Figure 1. Gate families picked out.
Drawn at 4 px/um.
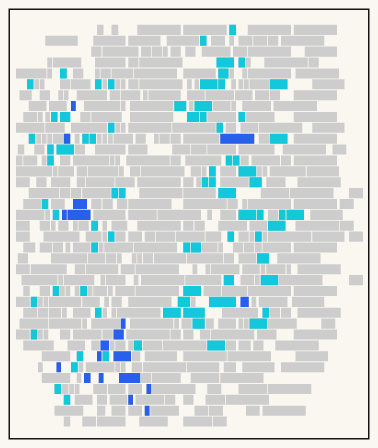
Figure 2. Cell area per tile.
Drawn at 2 px/um. 9 x 11 tiles, from dark purple (low) to yellow (high), 0 to 100% covered.
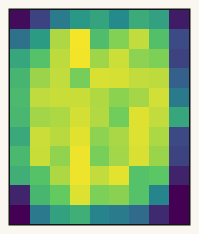
Figure 3. Nets reached from selected ports.
Drawn at 4 px/um.
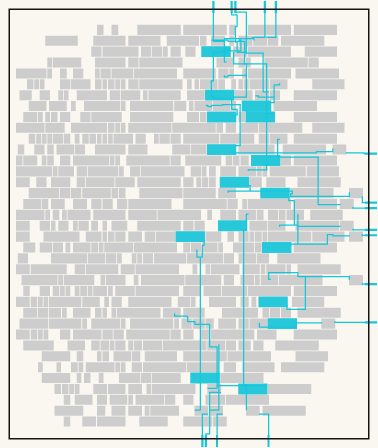
Figure 4. Clock wiring as the flow saved it.
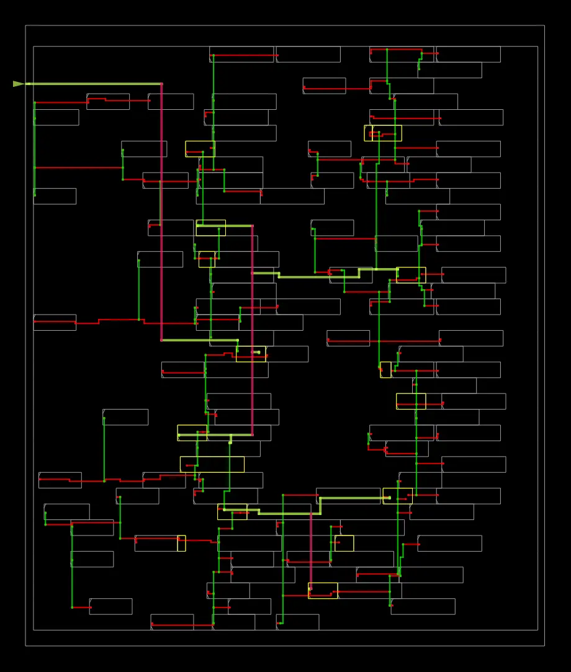
Figure 5. Register map, names as in the netlist.
Drawn at 4 px/um. Other sequential cells in the stronger gray, the rest of the logic in the fainter gray.
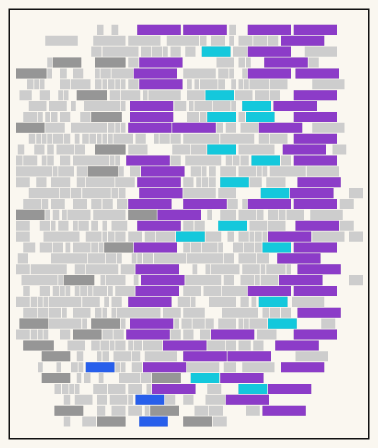
$ cat config.mk
export PLATFORM = sky130hd
export DESIGN_NAME = maxpool2x2_stream
export DESIGN_NICKNAME = d
export VERILOG_FILES = /design/src/rtl/maxpool2x2_stream.sv
export SDC_FILE = /design/constraint.sdc
export NUM_CORES = 1
export LEC_CHECK = 0
export CAP_MARGIN = 20
export CORE_ASPECT_RATIO = 1.2
export CORE_MARGIN = 1
export CORE_UTILIZATION = 53
export DETAILED_ROUTE_END_ITERATION = 7
export PLACE_DENSITY = 0.76
export SLEW_MARGIN = 20
export SYNTH_ARGS = -nofsm -noshare
export SYNTH_HDL_FRONTEND = slang
export SYNTH_SLANG_ARGS = --single-unit
$ cat constraint.sdc
create_clock -name clk -period 4.21 [get_ports clk]
set_input_delay 0.6315 -clock clk [delete_from_list [all_inputs] [get_ports clk]]
set_output_delay 0.6315 -clock clk [all_outputs]
set_load 0.005 [all_outputs]
$ cat src/rtl/maxpool2x2_stream.sv
// rtl/maxpool2x2_stream.sv - streaming 2x2 stride-2 signed max-pool; optional fused ReLU via MAXPOOL_RELU_EN
module maxpool2x2_stream #(
    parameter int IMG_W  = 8,
    parameter int IMG_H  = 8,
    parameter int DATA_W = 16
) (
    input  logic              clk,
    input  logic              rst,
    input  logic              in_valid,
    input  logic [DATA_W-1:0] in_data,
    output logic              out_valid,
    output logic [DATA_W-1:0] out_data,
    output logic              frame_done
);

    localparam int CW = (IMG_W > 2) ? $clog2(IMG_W) : 1;
    localparam int RW = (IMG_H > 2) ? $clog2(IMG_H) : 1;
    localparam int LN = IMG_W / 2;
    localparam int LW = (LN > 1) ? $clog2(LN) : 1;

    logic [CW-1:0]     col;
    logic [RW-1:0]     row;
    logic [DATA_W-1:0] held;
    logic [DATA_W-1:0] linebuf [LN];

    logic [DATA_W-1:0] pix;
    logic [DATA_W-1:0] pair_max;
    logic [DATA_W-1:0] lb_rd;
    logic [DATA_W-1:0] win_max;
    logic [LW-1:0]     lb_idx;
    logic              col_last;
    logic              row_last;

    always_comb begin
`ifdef MAXPOOL_RELU_EN
        pix = in_data[DATA_W-1] ? '0 : in_data;
`else
        pix = in_data;
`endif
        pair_max = ($signed(pix) > $signed(held)) ? pix : held;
        lb_idx   = LW'(col >> 1);
        lb_rd    = linebuf[lb_idx];
        win_max  = ($signed(pair_max) > $signed(lb_rd)) ? pair_max : lb_rd;
        col_last = (col == CW'(IMG_W - 1));
        row_last = (row == RW'(IMG_H - 1));
    end

    // Even rows only deposit horizontal pair maxima; odd rows consume them.
    always_ff @(posedge clk) begin
        if (in_valid && col[0] && !row[0]) begin
            linebuf[lb_idx] <= pair_max;
        end
    end

    always_ff @(posedge clk) begin
        if (rst) begin
            col        <= '0;
            row        <= '0;
            held       <= '0;
            out_valid  <= 1'b0;
            out_data   <= '0;
            frame_done <= 1'b0;
        end else begin
            out_valid  <= 1'b0;
            frame_done <= 1'b0;
            if (in_valid) begin
                if (!col[0]) begin
                    held <= pix;
                end else if (row[0]) begin
                    out_valid  <= 1'b1;
                    out_data   <= win_max;
                    frame_done <= col_last && row_last;
                end
                if (col_last) begin
                    col <= '0;
                    row <= row_last ? '0 : row + 1'b1;
                end else begin
                    col <= col + 1'b1;
                end
            end
        end
    end

endmodule

==> PnR_summary.wiki <==
== Run summary ==
{| class="wikitable"
! Metric !! Value
|-
| Outcome || finished, violations left
|-
| Violations in the final reports || setup timing
|-
| Int Power || 0.00167 W
|-
| Inserted tap cell count || 117
|-
| Count of buffers inserted at the top-level ports || 36
|-
| Fraction of layout cells with a size suffix above 1 || 38.3%
|-
| Final min period || 4.33 ns
|-
| Wire length on met2 || 6430 um
|-
| Launch point of the critical path || in_data[6]
|-
| Pin count of the biggest net entering global routing || 25
|-
| Post-synthesis mux area share || 11.1%
|-
| Most Used Layer, Global Route || met2
|-
| Critical Path Sink Type || register
|-
| Number of top-level pins || 37
|-
| Total standard cell area after synthesis || 0.00487 mm2
|-
| Layout inverter count without the clock tree || 50
|-
| P_comb || 0.000484 W
|-
| Sequential cell power || 0.00115 W
|-
| GRT met2 Usage || 43.7%
|-
| Largest regs || linebuf x64, held x16, out_data x16
|-
| Worst supply voltage drop on vdd || 0.000169 V
|-
| Top-area cell share || 39.5%
|-
| Sum of negative setup slack || -1.31 ns
|-
| Area share of fa/ha/maj cells after synthesis || 9.25%
|-
| Die height || 107 um
|-
| Yosys Instances || 398
|-
| Wire length after detailed routing || 11900 um
|-
| Diode insertion count for antenna repair || 0
|-
| Synth unique cells || 40
|-
| Global placement routability congestion || 0.877
|-
| Top power group || sequential cells
|-
| Final Cycle Share || 103%
|-
| Global Route met3 Usage || 5.08%
|-
| Part of the power in registers || 51.0%
|-
| Footprint of the multi-input gates || 0.00233 mm2
|-
| Global-route wire length before repair || 18000 um
|-
| Per-cell routed wire length || 18.8 um
|-
| Level count of the clock H-tree || 3
|-
| Combinational share of cell area || 35.0%
|-
| Simple-Gate Area Share || 7.63%
|-
| Cell count after placement || 603
|-
| Tool warnings || 27
|-
| Sort of element at the start of the critical path || primary input
|-
| Number of antenna violations at the first check in global routing || 0
|-
| Endpoint of the lowest-slack register-to-register path || out_data[3]$_SDFFE_PP0P_
|-
| Via/cell ratio || 5.68
|-
| Cell-by-cell listing of the critical path || dlygate4sd2_1 -> ha_1 -> nand2_1 -> or4_4 -> o211a_1 -> nor3_4 -> buf_12 -> mux2i_4 -> inv_1 -> ha_4 -> buf_4 -> nand4_1 -> nor4b_4 -> o21ai_1 -> o211ai_1 -> a21boi_4 -> clkbuf_16 -> a22oi_2 -> o21ai_1
|-
| Mean instance size in the synthesized netlist || 12.2 um2
|-
| Max stage delay on crit path || 0.49 ns
|-
| Max Cap Violations || 0
|-
| Endpoints failing hold || 0
|-
| Total number of yosys warnings || 0
|-
| Launch instance of the worst register-to-register path || held[9]$_SDFFE_PP0P_
|-
| Slack of the worst reg-to-reg path || -0.10 ns
|-
| Cell Count, Final, Fillers Out || 634
|-
| Worst hold start || row[2]$_SDFFE_PP0P_
|-
| Length of routed met3 wiring || 415 um
|-
| Remaining design rule violation count || 0
|-
| Number of setup buffers added after CTS || 10
|-
| Dominant logic cell type in the layout || sky130_fd_sc_hd__buf_4
|-
| Most frequent CP cell || sky130_fd_sc_hd__o21ai_1
|-
| Vias || 3602
|-
| Count of pins over their slew limit || 0
|-
| Clock-cell share of area || 2.95%
|-
| Crit Path Class || in2reg
|-
| Leakage power figure || 2.57 nW
|-
| Clk Latency, worst-skew pair || 0.37 ns
|-
| Cell area reported after detailed placement || 0.00588 mm2
|-
| Effective utilization at floorplan || 55.6%
|-
| Final setup violation count || 16
|-
| Cell type contributing the most total cell area after synthesis || sky130_fd_sc_hd__edfxtp_1
|-
| Final worst clock skew || 0.0128 ns
|-
| Setup WS post-layout || -0.118 ns
|-
| Final hold slack || 0.472 ns
|-
| Cell with the biggest individual delay on the critical path || sky130_fd_sc_hd__or4_4
|-
| Non-clock buffering overhead || 15.4%
|-
| Count of clock buffers in the final design || 11
|-
| Core region area || 0.00875 mm2
|-
| Top delay family on crit path || simple AND/OR/NAND/NOR gates
|}
About Figure 1:
[nor cells] blue | cells: 19
[aoi and oai cells] cyan | cells: 75

About Figure 2:
emptiest ninth of the die: bottom right
tiles over 75% full: 54%
nearly empty tiles: 3.0%
mean over tiles: 68%

About Figure 3:
[`out_data`] cyan | bits: 16 | direction: output | end cells: 16 | wire: 652 um

About Figure 4:
clock sink count: 106
registers: 106
TritonCTS buffer count: 9
clock distribution power: 0.000621 W

About Figure 5:
[`col`] blue | flops: 3
[`linebuf`] purple | flops: 64
[`out_data`] cyan | flops: 16

Power and IR drop assume default switching activity.
